## src/rtl/fifo_stream_pkg.sv

```systemverilog
// Shared constants for the FIFO read-side stream adapter.
package fifo_stream_pkg;
  localparam int WORD_COUNT_WIDTH  = 32;
  localparam int FIFO_READ_LATENCY = 1;
  localparam int MIN_BUFFER_DEPTH  = 2;
endpackage

```

## src/rtl/stream_register_buffer.sv

```systemverilog
// Small register FIFO: push at tail, pop at head, head word always visible.
module stream_register_buffer
  import fifo_stream_pkg::*;
#(
  parameter int WIDTH = 16,
  parameter int DEPTH = 3
) (
  input  logic                         clock,
  input  logic                         reset,
  input  logic                         push,
  input  logic [WIDTH-1:0]             push_data,
  input  logic                         pop,
  output logic [$clog2(DEPTH+1)-1:0]   count,
  output logic [WIDTH-1:0]             head_data
);
  localparam int PW = (DEPTH > 1) ? $clog2(DEPTH) : 1;
  localparam int CW = $clog2(DEPTH+1);

  logic [DEPTH-1:0][WIDTH-1:0] mem;
  logic [PW-1:0]               head, tail;

  function automatic logic [PW-1:0] wrap_inc(input logic [PW-1:0] p);
    return (p == PW'(DEPTH-1)) ? '0 : p + PW'(1);
  endfunction

  // Entries are cleared on reset so the head word reads as zero afterwards.
  always_ff @(posedge clock) begin
    if (reset) begin
      mem   <= '0;
      head  <= '0;
      tail  <= '0;
      count <= '0;
    end else begin
      if (push) begin
        mem[tail] <= push_data;
        tail      <= wrap_inc(tail);
      end
      if (pop) head <= wrap_inc(head);
      count <= count + CW'(push) - CW'(pop);
    end
  end

  assign head_data = mem[head];
endmodule

```

## src/rtl/fifo_stream_reader.sv

```systemverilog
// Read adapter for a non-FWFT FIFO: credit-based read issue into a register buffer.
// Optional accepted-word counter enabled by FIFO_STREAM_READER_WORD_COUNT_EN.
module fifo_stream_reader
  import fifo_stream_pkg::*;
#(
  parameter int DATA_WIDTH   = 16,
  parameter int BUFFER_DEPTH = 3
) (
  input  logic                        clock,
  input  logic                        reset,
  input  logic                        fifo_empty,
  input  logic [DATA_WIDTH-1:0]       fifo_read_data,
  input  logic                        fifo_read_data_valid,
  output logic                        fifo_read_enable,
  output logic [DATA_WIDTH-1:0]       stream_data,
  output logic                        stream_valid,
  input  logic                        stream_ready,
  output logic                        protocol_error,
  output logic [WORD_COUNT_WIDTH-1:0] words_delivered
);
  localparam int CW = $clog2(BUFFER_DEPTH+1);

  if (BUFFER_DEPTH < MIN_BUFFER_DEPTH) begin : g_depth_check
    $error("fifo_stream_reader: BUFFER_DEPTH below MIN_BUFFER_DEPTH");
  end
  if (FIFO_READ_LATENCY != 1) begin : g_latency_check
    $error("fifo_stream_reader: only a one-cycle FIFO read latency is supported");
  end

  logic [CW-1:0] count;
  logic [CW:0]   credit_used;
  logic          in_flight, post_reset, push, pop;

  // Credits count both buffered words and the one still returning from the FIFO,
  // so a push can never land in a full buffer and stream_ready never gates reads.
  assign credit_used      = {1'b0, count} + (CW+1)'(in_flight);
  assign fifo_read_enable = !reset && !fifo_empty && (credit_used < (CW+1)'(BUFFER_DEPTH));
  assign push             = fifo_read_data_valid && in_flight;
  assign stream_valid     = (count != '0);
  assign pop              = stream_valid && stream_ready;

  stream_register_buffer #(.WIDTH(DATA_WIDTH), .DEPTH(BUFFER_DEPTH)) u_buffer (
    .clock     (clock),
    .reset     (reset),
    .push      (push),
    .push_data (fifo_read_data),
    .pop       (pop),
    .count     (count),
    .head_data (stream_data)
  );

  // A stray word in the first cycle after reset belongs to a read issued before it.
  always_ff @(posedge clock) begin
    if (reset) begin
      in_flight      <= 1'b0;
      post_reset     <= 1'b1;
      protocol_error <= 1'b0;
    end else begin
      in_flight  <= fifo_read_enable;
      post_reset <= 1'b0;
      if ((fifo_read_data_valid && !in_flight && !post_reset) ||
          (in_flight && !fifo_read_data_valid))
        protocol_error <= 1'b1;
    end
  end

`ifdef FIFO_STREAM_READER_WORD_COUNT_EN
  logic [WORD_COUNT_WIDTH-1:0] word_count;
  always_ff @(posedge clock) begin
    if (reset)    word_count <= '0;
    else if (pop) word_count <= word_count + WORD_COUNT_WIDTH'(1);
  end
  assign words_delivered = word_count;
`else
  assign words_delivered = '0;
`endif
endmodule
```

## config.mk

```make
export PLATFORM = sky130hd
export DESIGN_NAME = fifo_stream_reader
export DESIGN_NICKNAME = d
export VERILOG_FILES = /design/src/rtl/fifo_stream_pkg.sv /design/src/rtl/stream_register_buffer.sv /design/src/rtl/fifo_stream_reader.sv
export SDC_FILE = /design/constraint.sdc
export NUM_CORES = 1
export LEC_CHECK = 0
export CAP_MARGIN = 5
export CORE_MARGIN = 3
export CORE_UTILIZATION = 39
export CTS_CLUSTER_SIZE = 8
export DETAILED_ROUTE_END_ITERATION = 10
export PLACE_DENSITY = 0.69
export SYNTH_ARGS = -nofsm -noshare
export SYNTH_HDL_FRONTEND = slang
export SYNTH_SLANG_ARGS = --single-unit
```

## constraint.sdc

```tcl
create_clock -name clock -period 1.98 [get_ports clock]
set_input_delay 0.495 -clock clock [delete_from_list [all_inputs] [get_ports clock]]
set_output_delay 0.495 -clock clock [all_outputs]
set_load 0.005 [all_outputs]
```

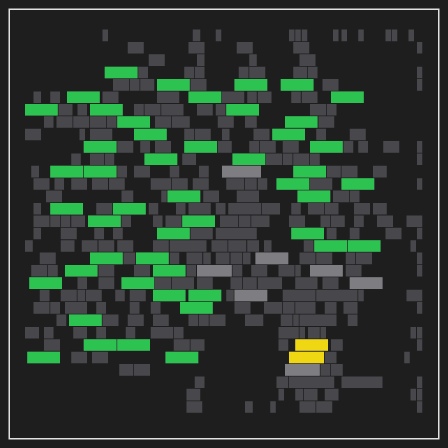
Fig. 1. Sequential cells grouped by signal name (run 1).
| color | netlist name | placed flops |
|---|---|---|
| yellow | u_buffer.count | 2 |
| green | u_buffer.mem | 48 |

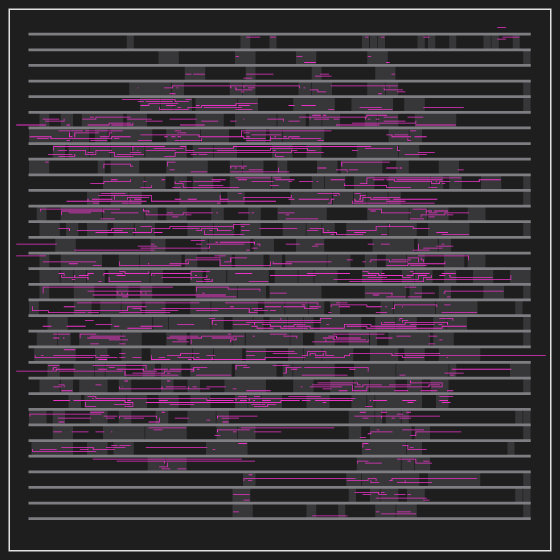
Fig. 2. Met1 routing (run 1).
Supply wires on this layer in gray. Cells faint in the background.
nets with wire on the layer: 307
wire length on this layer: 2740 um
main direction: horizontal

==> run notes, run 1 <==
Results of the full flow below.

Clock tree:
- The run puts the clock slew at the register clock pins of the worst setup and hold paths at 0.06 ns.
- According to the CTS report, the clock sink count is 57.
- TritonCTS built the clock tree.
- The number of hold buffers added after CTS was 0.
- CTS reports a maximum clock tree buffer depth of 2.
- The run gives the total clock buffers created by CTS as 9.

Global route:
- The run gives the via count of the first global-routing pass as 2012.
- The run gives the leftover overflow at the end of global routing as 0.
- The initial antenna violation count is 0.
- Entering global routing, the biggest net connects 76 pins.
- The run gives the wire length of the first global-routing pass as 9870 um.

Die:
- 72 I/O pins were placed.
- The run gives the initial standard-cell utilization of the core as 41.0%.
- The run puts the core area at 0.00737 sq mm.
- The run puts the area of the die at 0.00883 sq mm.

Finish:
- After filler insertion, the fill cell instance count of the layout stands at 682.
- The run puts the area growth from synthesis to final layout at 21.5%.
- The run gives the fraction of final layout cells sized beyond drive strength 1 as 18.3%.
- The repair_antennas step left the layout with diodes totalling 0.

Yosys:
- The run puts the share of synthesized area spent on multiplexers at 21.9%.
- Sequential elements use 37.8% of the synthesized area.
- Of the total synthesized cell area, the portion taken by AND, OR, NAND and NOR gates is 17.7%.
- Per the Yosys statistics, synthesis produced 290 cells.
- The run puts the count of unique library cells instantiated by Yosys at 35.
- The run puts the number of flops mapped to enable cells by yosys at 0.
- In the post-synthesis netlist, the biggest area contributors are dfxtp_1, mux2i_1, nand2b_1.
- The run puts the post-synthesis cell area at 0.00302 sq mm.
- The commonest cells after synthesis are mux2i_1, nand2b_1, dfxtp_1, buf_4, o2bb2ai_1.
- The run gives the dominant combinational cell family by area after synthesis as multiplexers.
- The run puts the fraction of post-synthesis cell area in the top cell type by area at 37.8%.
- Post-synth the commonest register cell is dfxtp_1.
- Warnings reported by Yosys during synthesis add up to 0.

Critical path:
- The run gives the worst reg2reg path depth as 7.
- The run puts the peak per-stage delay on the critical path at 0.34 ns.
- For the worst reg-to-reg path, the startpoint reported by OpenROAD is u_buffer.count[1].
- The run gives the slowest stage cell on the critical path as dfxtp_2.
- The run puts the register-to-register path setup slack at 0.49 ns.
- The run gives the sort of element at the start of the critical path as a register.
- The worst setup path is captured at a primary output.
- The run puts the critical path arrival at 1.47 ns.
- The run gives the cell with the most instances on the worst path as ha_4.
- The run puts the worst path required time at 1.48 ns.
- Per STA, the worst path accumulates the most delay in the family adder cells.
- The number of buffers and inverters on the critical path is 1.
- The endpoint identified for the worst register-to-register timing path is u_buffer.count[1].

Worst hold path:
- Hold analysis shows the worst path with a depth of 2.
- The run gives the endpoint of the worst hold path as protocol_error.
- The run gives the path class of the lowest-slack min-delay path as reg2reg.

Final timing:
- The slew check shows that the tightest pin keeps a relative margin of 62.1%.
- The run gives the total count of max-transition violations in the final report as 0.
- The flow reports an fmax of 509 MHz.
- The run puts the number of setup violations in the final report at 0.
- The run puts the measured slew at the worst slew-check pin at 0.569 ns.

Power and ir drop:
- The run gives the total power as 2.88 mW.
- The run puts the ratio of total power to cell area at 785 mW/mm^2.
- The analysis reports a worst IR drop on VDD of 0.392 mV.

Run:
- Summing over the stages, the warning tally comes to 28.
- The run puts the number of maximum-capacitance constraint violations at 0.

Status:
- The flow ran to the end, and the final reports show no timing, DRC or antenna violations.

Route:
- The final route contains 2063 vias.
- In the post-route report, total wirelength is listed as 5980 um.
- Before antenna repair, the detailed router went through 4 iterations.
- The run gives the number of violations reported at the end of detailed-routing iteration 0 as 89.
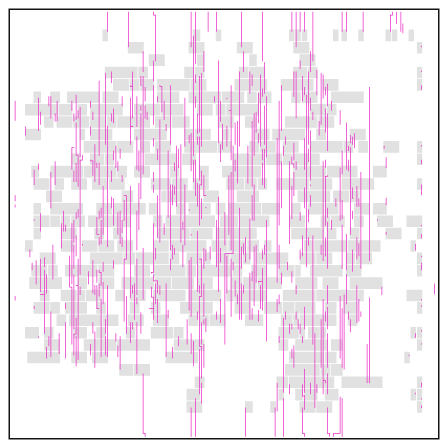
Fig. 3. Signal wires on met2 (run 1).
Cells faint in the background.
wire length on this layer: 2840 um
longest straight run: 38.1 um
nets with wire on the layer: 332
share of all routed wire: 47%

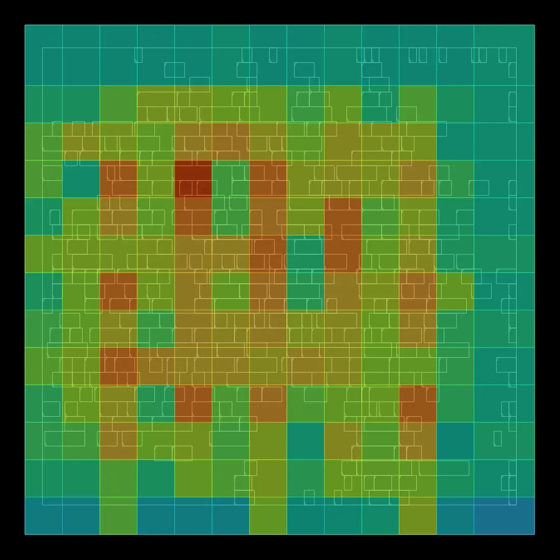
Fig. 4. Routing congestion map (run 1).
Routed wire per std cell: 13.5 um
total global routing track utilization: 14.5%
met1 track demand over resource in global routing: 18.4%
GR Util met3: 5.61%

[run 1: cells in the final DEF (no fill, tap or decap), types with 5 or more instances in the layout]
cell type        Yosys  final
nand2b_1            65     65
mux2i_1             65     64
dfxtp_1             57     53
conb_1               1     32
clkdlybuf4s50_1      0     20
o2bb2ai_1           15     15
buf_4               35     13
clkbuf_8             0     11
clkbuf_2             0      6
buf_6                6      5
dlygate4sd2_1        0      5
[run 1: worst max path at each step]
stage / start / cells after the start / to
2_1_floorplan: u_buffer.count[0] / 3 / fifo_read_enable
3_3_place_gp: fifo_empty / 3 / fifo_read_enable
3_5_place_dp: fifo_empty / 3 / fifo_read_enable
4_1_cts: u_buffer.count[0] / 4 / fifo_read_enable
5_1_grt: u_buffer.count[0] / 4 / fifo_read_enable
6_report: u_buffer.count[0] / 4 / fifo_read_enable
[run 1: per-stage QoR]
| stage | std cells | worst slack [ns] | area [sq um] |
|---|---|---|---|
| after floorplan | 321 | 0.235 | 3130 |
| after global placement | 422 | -0.266 | 3390 |
| after detailed placement | 422 | -0.286 | 3390 |
| after CTS | 440 | -0.198 | 3590 |
| after global routing | 443 | -0.0719 | 3670 |
| final | 443 | 0.0144 | 3670 |
[run 1: what timing repair did]
action,4_1_cts,5_1_grt
setup buffers,1,2
setup endpoints to repair,18,14
gates cloned,1,1
hold endpoints to repair,0,0
pin swaps,3,4
resized,41,25
[run 1: cells by family after synthesis]
logic type | count (synthesis)
simple gates | 81
compound gates | 24
other cells | 1
buf+inv | 56
fa+ha+maj | 4
mux | 66
xor+xnor | 1
flops | 57
[run 1: report_power, final]
group          switching [mW]  total (mW)  leakage (nW)  internal [mW]
registers              0.0520        1.25         0.463           1.20
logic                   0.268       0.672          1.04          0.404
clock network           0.436       0.952        0.0932          0.516
total                   0.756        2.88          1.59           2.12
[run 1: routing by layer]
| layer | global-route usage, % | vias up | routed length, um |
|---|---|---|---|
| met5 | 0 | - | 0 |
| met2 | 22.9 | 53 | 2840 |
| met4 | 3.97 | 0 | 71 |
| met1 | 18.4 | 977 | 2740 |
| li1 | - | 1024 | - |
| met3 | 5.61 | 9 | 331 |
[run 1: flip-flops by register name, indices dropped and copies added (netlist names)]
| register | cells |
|---|---|
| in_flight | 1 |
| post_reset | 1 |
| protocol_error | 1 |
| u_buffer.count | 2 |
| u_buffer.head | 2 |
| u_buffer.mem | 48 |
| u_buffer.tail | 2 |
[run 1: tightest hold or removal path: stages (launching register included)]
cell and delay [ns]:
dfxtp_1 0.31, inv_1 0.05, a31oi_1 0.06
[run 1: area by class of cell]
type | instances | area (sq um) | area share [%]
Clock buffer | 13 | 159 | 4.33
Clock inverter | 3 | 15.0 | 0.409
Inverter | 3 | 11.3 | 0.307
Multi-Input combinational cell | 208 | 1660 | 45.2
Sequential cell | 57 | 1150 | 31.3
Tap cell | 99 | 124 | 3.38
Timing Repair Buffer | 60 | 553 | 15.1
--- run 2 (diff from run 1) ---
--- a/config.mk
+++ b/config.mk
@@ -8,9 +8,11 @@
 export CAP_MARGIN = 5
 export CORE_MARGIN = 3
 export CORE_UTILIZATION = 39
+export CTS_CLUSTER_DIAMETER = 100
 export CTS_CLUSTER_SIZE = 8
 export DETAILED_ROUTE_END_ITERATION = 10
 export PLACE_DENSITY = 0.69
+export REMOVE_ABC_BUFFERS = 1
 export SYNTH_ARGS = -nofsm -noshare
 export SYNTH_HDL_FRONTEND = slang
 export SYNTH_SLANG_ARGS = --single-unit
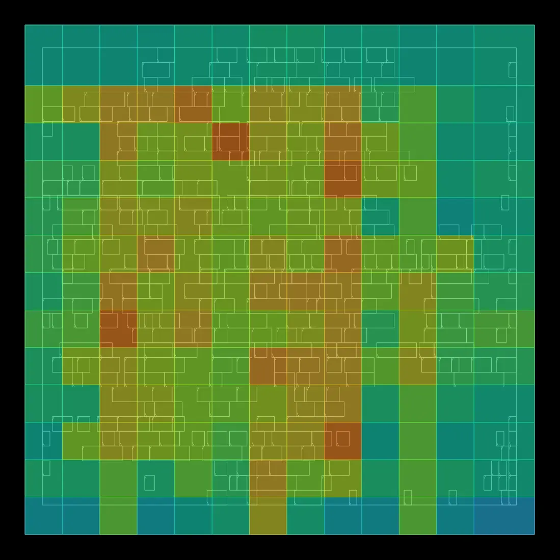
Fig. 5. Routing congestion map (run 2).
GR Util met3: 2.80%
global-route layer with the greatest usage: met2
final core utilization: 48.8%
met1 track demand over resource in global routing: 18.1%

==> run 2 against run 1 <==
Net effect:
- the run now ends with negative setup slack left
- sequential power barely moved
- utilization fell by 0.97 points
- setup slack got worse by 0.032 ns
- die size did not move
- synthesized cell count did not move
- synthesized area did not move
- cell area fell by 1.9%
- critical path type unchanged
- largest power group unchanged
==> run notes, run 2 <==
Results of the full flow below.

Critical path:
- The worst setup path is captured at a primary output.
- The run gives the critical path arrival as 1.50 ns.
- The worst setup path is launched from a register.
- The run gives the worst setup path category as reg2out.
- Along the worst path, the maximum fanout reaches 2.
- The run gives the worst path required time as 1.48 ns.

Finish:
- The library cells used most frequently in the layout, excluding fill and tap cells, are mux2i_1, nand2b_1, dfxtp_1.
- The run gives the flip-flop count of the largest register, all copies and words added as 48.
- The run puts the total of fill cells in the finished design at 712.
- The run puts the fraction of final layout cells sized beyond drive strength 1 at 17.8%.
- More flip-flops sit in one register than any other, and that register is u_buffer.mem.
- The run gives the post-route cell area as 0.00360 sq mm.
- The final layout contains 363 nets.
- The run puts the area growth from synthesis to final layout at 19.2%.
- The run puts the final non-filler cell total at 441.
- The run gives the number of inserted diodes as 0.

Place:
- The run puts the detailed-placement wirelength estimate at 3920 um.
- The run puts the cell total after placement at 423.
- The run gives the worst setup slack before clock tree synthesis as -0.406 ns.
- The run gives the total of buffers placed on input and output ports as 39.
- The run puts the routability congestion estimate at 0.690.
- The run gives the instance area after placement as 0.00339 sq mm.

Clock tree:
- The run gives the depth of the CTS H-tree as 3.
- The run gives the clock slew at the register clock pins of the worst setup and hold paths as 0.06 ns.
- The run puts the total number of clock tree sinks at 57.
- The run gives the clock root buffer as clkbuf_8.
- The run gives the total clock buffers created by CTS as 9.
- After clock tree synthesis, the flow added hold-fix buffers numbering 0.
- The run gives the number of buffers between clock root and the deepest sink as 2.
- TritonCTS built the clock tree.
- The run gives the insertion delay to the later sink of the worst-skew pair as 0.34 ns.

Status:
- The checks that failed: negative setup slack.
- The flow ran to the end, but the final reports show violations.

Yosys:
- The run gives the count of instantiated cells in the yosys netlist as 290.
- The run puts the fraction of the yosys area taken by sequential cells at 37.8%.
- The synthesis run shows the most used standard cells to be mux2i_1, nand2b_1, dfxtp_1, buf_4, o2bb2ai_1.
- The run gives the fraction of post-synthesis cell area in the top cell type by area as 37.8%.
- The run gives the post-synthesis instance total as 290.
- The mapped netlist covers 0.00302 sq mm.
- The run puts the share of flip-flops with an asynchronous set or reset at 0%.
- The run gives the count of unique library cells instantiated by Yosys as 35.
- The run gives the warning count from the yosys run as 0.
- The run gives the number of flops mapped to enable cells by yosys as 0.
- The run gives the area figure in the yosys stat output as 0.00302 sq mm.
- Ranked by total cell area, the synthesized netlist is headed by dfxtp_1, mux2i_1, nand2b_1.
- The synthesized design contains 57 register bits.
- The synthesized design spends more area on one cell type than any other, namely dfxtp_1.
- The average instance in the mapped netlist occupies 10.4 sq um.
- The run gives the main flop type as dfxtp_1.

Global route:
- The run puts the via count of the first global-routing pass at 1901.
- The initial antenna violation count came to 0.
- The first global-routing pass estimated 9230 um of wire.
- In the global route stage, overall resource usage came out at 13.8%.
- The run puts the leftover overflow at the end of global routing at 0.
- Entering global routing, the biggest net connects 76 pins.
- On met2, the global router reports a usage of 20.5%.

Final timing:
- Setup repair after global routing could not meet its margin everywhere.
- The run gives the worst path setup slack after routing as -0.0173 ns.
- The run gives the summed negative setup slack over all endpoints as -0.0173 ns.
- The pin closest to its max-slew limit shows a slew of 0.570 ns.
- For this run, the top clock speed supported by timing is 501 MHz.
- Per the finish-stage timing summary, setup violations number 1.
- Endpoints failing hold in the final report were tallied at 0.
- The run gives the relative max-transition margin as 62.0%.
- The run puts the total count of max-transition violations in the final report at 0.
- The run puts the post-route clock period utilization at 101%.
- After layout, the minimum clock period comes to 2.00 ns.
- The run gives the setup clock skew after layout as 0.00598 ns.

Route:
- The run gives the aggregate routed wire length as 5850 um.
- The run gives the detailed-router iteration count before antenna repair as 4.
- The detailed router placed 2030 vias in this run.
- The run gives the number of design rule violations left after detail routing as 0.
- The run gives the number of violations reported at the end of detailed-routing iteration 0 as 72.
- For this sky-water flow run, the detailed-routed wirelength per cell is reported as 13.3 um.
- The run puts the remaining number of nets flagged by the antenna check after routing at 0.
- In the routed layout, each cell is associated on average with a via count of 4.60.

Die:
- The core region is 0.00737 sq mm.
- The floorplan step set the die height to 94.0 um.
- The run puts the area of the die at 0.00883 sq mm.
- The run gives the initial standard-cell utilization of the core as 41.0%.
- The run gives the die span in x as 94.0 um.
- The run puts the total number of placement rows at 31.
- The run gives the number of ports placed on the die boundary as 72.

Run:
- The run gives the number of OpenROAD warnings as 27.
- The run puts the number of maximum-capacitance constraint violations at 0.

Power and ir drop:
- Total power normalized to cell area comes to 775 mW/mm^2.
- The run puts the worst vdd rail ir drop at 0.497 mV.
- The run gives the leakage power total as 1.58 nW.

Worst hold path:
- Note that the worst hold path type here is reg2reg.
## run 2: per-stage QoR
stage          hold slack [ns]  total power, mW
3_3_place_gp             0.451             1.82
3_5_place_dp             0.453             1.83
4_1_cts                  0.463             2.78
2_1_floorplan            0.446             1.57
6_report                 0.460             2.79
5_1_grt                  0.474             2.93
## run 2: final timing paths
check,from,end,slack (ns),cells past startpoint
max,u_buffer.count[0],fifo_read_enable,-0.02,4
min,protocol_error,protocol_error,0.46,2
max reg2reg,u_buffer.count[0],u_buffer.count[1],0.47,7
min reg2reg,protocol_error,protocol_error,0.46,2
## run 2: layer usage
| layer | up-vias | part of all wire (%) |
|---|---|---|
| met5 | - | 0 |
| met4 | 0 | 2.4 |
| met3 | 11 | 5.0 |
| met2 | 58 | 47 |
| met1 | 940 | 46 |
| li1 | 1021 | - |
## run 2: kinds of logic (layout without fill, tap and decap cells)
group,Yosys count,in the layout,share of synthesized area (%)
buffers and inverters,56,77,13.5
AND-OR/OR-AND,24,24,6.59
flip-flops,57,57,37.8
multiplexers,66,66,21.9
XOR/XNOR,1,1,0.746
AND/OR/NAND/NOR,81,81,17.7
adder cells (fa/ha/maj),4,4,1.66
other,1,32,0.124
## run 2: power by group
group,internal [mW],switching [mW],leakage (nW)
Sequential,1.20,0.0440,0.463
Clock,0.472,0.454,0.0887
Combinational,0.357,0.258,1.03
## run 2: critical path, cell delays in order (launching register included)
cell	delay, ns
dfxtp_2	0.34
ha_4	0.16
ha_4	0.21
a2111oi_4	0.28
buf_2	0.16
## run 2: layout make-up
class,count,area (sq um),area share [%]
tap,99,124,3.44
sequential,57,1150,31.9
clock buffer,11,141,3.93
clock inverter,4,20.0,0.557
multi-input combinational,208,1640,45.5
timing repair buffer,59,513,14.3
inverter,3,11.3,0.313
## run 2: timing repair
action                     4_1_cts  5_1_grt
setup buffers                    1        1
gates resized                   37       25
cloned                           1        0
pin swaps                        2        4
setup endpoints to repair       18       17
--- run 3 (diff from run 2) ---
--- a/config.mk
+++ b/config.mk
@@ -11,8 +11,9 @@
 export CTS_CLUSTER_DIAMETER = 100
 export CTS_CLUSTER_SIZE = 8
 export DETAILED_ROUTE_END_ITERATION = 10
-export PLACE_DENSITY = 0.69
+export PLACE_DENSITY = 0.7
 export REMOVE_ABC_BUFFERS = 1
 export SYNTH_ARGS = -nofsm -noshare
 export SYNTH_HDL_FRONTEND = slang
+export SYNTH_HIERARCHICAL = 1
 export SYNTH_SLANG_ARGS = --single-unit
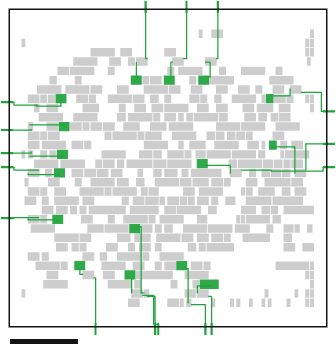
Fig. 6. Nets reached from selected ports (run 3).
Bar = 20 um.
| color | port | bits | direction | end cells | buffers | wire |
|---|---|---|---|---|---|---|
| green | stream_data | 16 | output | 16 | 16 | 337 um |

==> run 3 against run 2 <==
Net effect:
- the flow still finishes with violations (negative setup slack)
- critical path depth did not move
- non-clock buffer count rose by 4
- die size fell by 2.8%
- utilization rose by 4.7 points
- hold slack improved by 0.0060 ns
- sequential cell count did not move
- critical endpoint unchanged
- clock skew rose by 0.0012 ns
- combinational power rose by 25%
==> run notes, run 3 <==
Results of the full flow below.

Finish:
- The run gives the fraction of final layout cells sized beyond drive strength 1 as 17.2%.
- In the layout the commonest cells are nand2b_1, mux2i_1, dfxtp_1.
- The run gives the final non-filler cell total as 444.
- The register with the most flip-flops in the final layout is u_buffer/mem.
- The run puts the total of fill cells in the finished design at 638.
- The final antenna diode tally reported by the flow is 0.

Power and ir drop:
- The leakage component of the power was reported as 1.60 nW.

Route:
- The run puts the via density per instance at 4.65.
- The run gives the detailed-router iteration count before antenna repair as 4.
- Per the detail_route log, met3 wirelength is 342 um.
- The run gives the highest metal layer used by the detailed router as met4.

Status:
- The final reports fail on negative setup slack.
- The run finished, with violations left.

Yosys:
- The run gives the number of flops mapped to enable cells by yosys as 0.
- The run puts the post-synthesis instance total at 288.
- The run gives the cell type with the highest aggregate area in the netlist as dfxtp_1.
- The run gives the flop and latch count out of synthesis as 57.
- The share of synthesized area in the top cell type comes to 39.0%.
- The run gives the fraction of the yosys area taken by sequential cells as 39.0%.
- The run gives the warning count from the yosys run as 6.
- For reference, the top cells by area after synthesis are dfxtp_1, mux2i_1, nand2b_1.
- The run gives the average cell area after synthesis as 10.2 sq um.

Final timing:
- After layout, the minimum clock period comes to 1.98 ns.
- The run gives the highest achievable clock rate as 504 MHz.
- The run puts the number of setup violations in the final report at 1.
- The run gives the worst path setup slack after routing as -0.00350 ns.
- The run gives the measured slew at the worst slew-check pin as 0.562 ns.
- The run puts the setup clock skew after layout at 0.00714 ns.
- The run gives the total count of max-transition violations in the final report as 0.
- The run gives the final-report hold violation count as 0.
- Checking max transition, the worst relative margin is 62.6%.
- The run gives the worst hold slack as 0.466 ns.

Global route:
- For this run the aggregate overflow at the end of global routing stands at 0.
- The global routing report lists combined usage of all routing layers as 14.3%.
- The run puts the pin count of the biggest net entering global routing at 74.

Die:
- The run puts the area of the die at 0.00858 sq mm.

Clock tree:
- The run gives the number of hold buffers added after cts as 0.
- The run gives the insertion delay to the later sink of the worst-skew pair as 0.34 ns.
- The run puts the clock slew at the register clock pins of the worst setup and hold paths at 0.07 ns.

Critical path:
- The run gives the worst setup path category as reg2out.
- The slowest stage of the critical path belongs to the cell dfxtp_2.

Place:
- The run gives the detailed-placement wirelength estimate as 3870 um.
## run 3: cell count changes after synthesis, moves of 2 or more
cell	delta
buf_6	-5
nand2b_1	+3
nand3b_1	+3
a21bo_2	-2
a21oi_1	+2
clkbuf_1	+2
or3b_1	+2
## run 3: routing by layer
layer  vias to the layer above  global-route usage [%]
met5                         -                       0
met4                         0                    4.88
li1                       1024                       -
met3                         5                    5.28
met1                       975                    17.1
met2                        59                    23.5
## run 3: per-stage QoR
stage                     utilization [%]  worst slack, ns  instance area (sq um)   TNS, ns
after detailed placement             48.1           -0.360                   3380    -0.726
final                                53.5         -0.00350                   3750  -0.00350
after floorplan                         -           0.0455                   2710         0
after global placement               48.1           -0.326                   3380    -0.387
after global routing                 53.5          -0.0854                   3750   -0.0990
after CTS                            52.1           -0.132                   3650    -0.132
## run 3: cells by family after synthesis
| group | after synthesis | share of synthesized area (%) |
|---|---|---|
| simple gates | 85 | 18.5 |
| mux | 64 | 21.9 |
| flops | 57 | 39.0 |
| buf+inv | 53 | 11.9 |
| compound gates | 23 | 6.11 |
| fa+ha+maj | 4 | 1.71 |
| other cells | 1 | 0.128 |
| xor+xnor | 1 | 0.769 |
## run 3: path summary, 6_finish.rpt
| path | slack [ns] | cells after the start | end |
|---|---|---|---|
| max | -0.003 | 4 | fifo_read_enable |
| min | 0.47 | 2 | protocol_error |
| max reg2reg | 0.11 | 8 | u_buffer/count[0] |
| min reg2reg | 0.47 | 2 | protocol_error |
## run 3: cell type report
class,instances,area (sq um),area share [%]
clock buffers,9,124,3.30
clock inverters,7,101,2.70
inverters,3,11.3,0.300
multi-input cells,209,1630,43.4
flip-flops and latches,57,1150,30.6
well taps,96,120,3.20
repair buffers,63,622,16.6
## run 3: worst reg2reg max path: cells and delay by family (launching register included)
kind                       cells  cell delay, ns
DFF                            1            0.34
and+or+nand+nor                3            0.58
adders and majority gates      2            0.54
buffers and inverters          3            0.29
## run 3: power breakdown
group	internal (mW)	total, mW	leakage [nW]	switching [mW]
Combinational	0.466	0.772	1.03	0.306
Sequential	1.21	1.26	0.463	0.0568
Clock	0.718	1.23	0.106	0.510
Total	2.39	3.26	1.60	0.872
## run 3: repair_timing
item | in CTS | in global routing
gates cloned | 1 | 1
pin swaps | 0 | 8
endpoints found under the setup margin | 18 | 16
gates resized | 45 | 25
setup buffers | 1 | 4
No activity file was given, so power comes from the tool's default toggle rates.
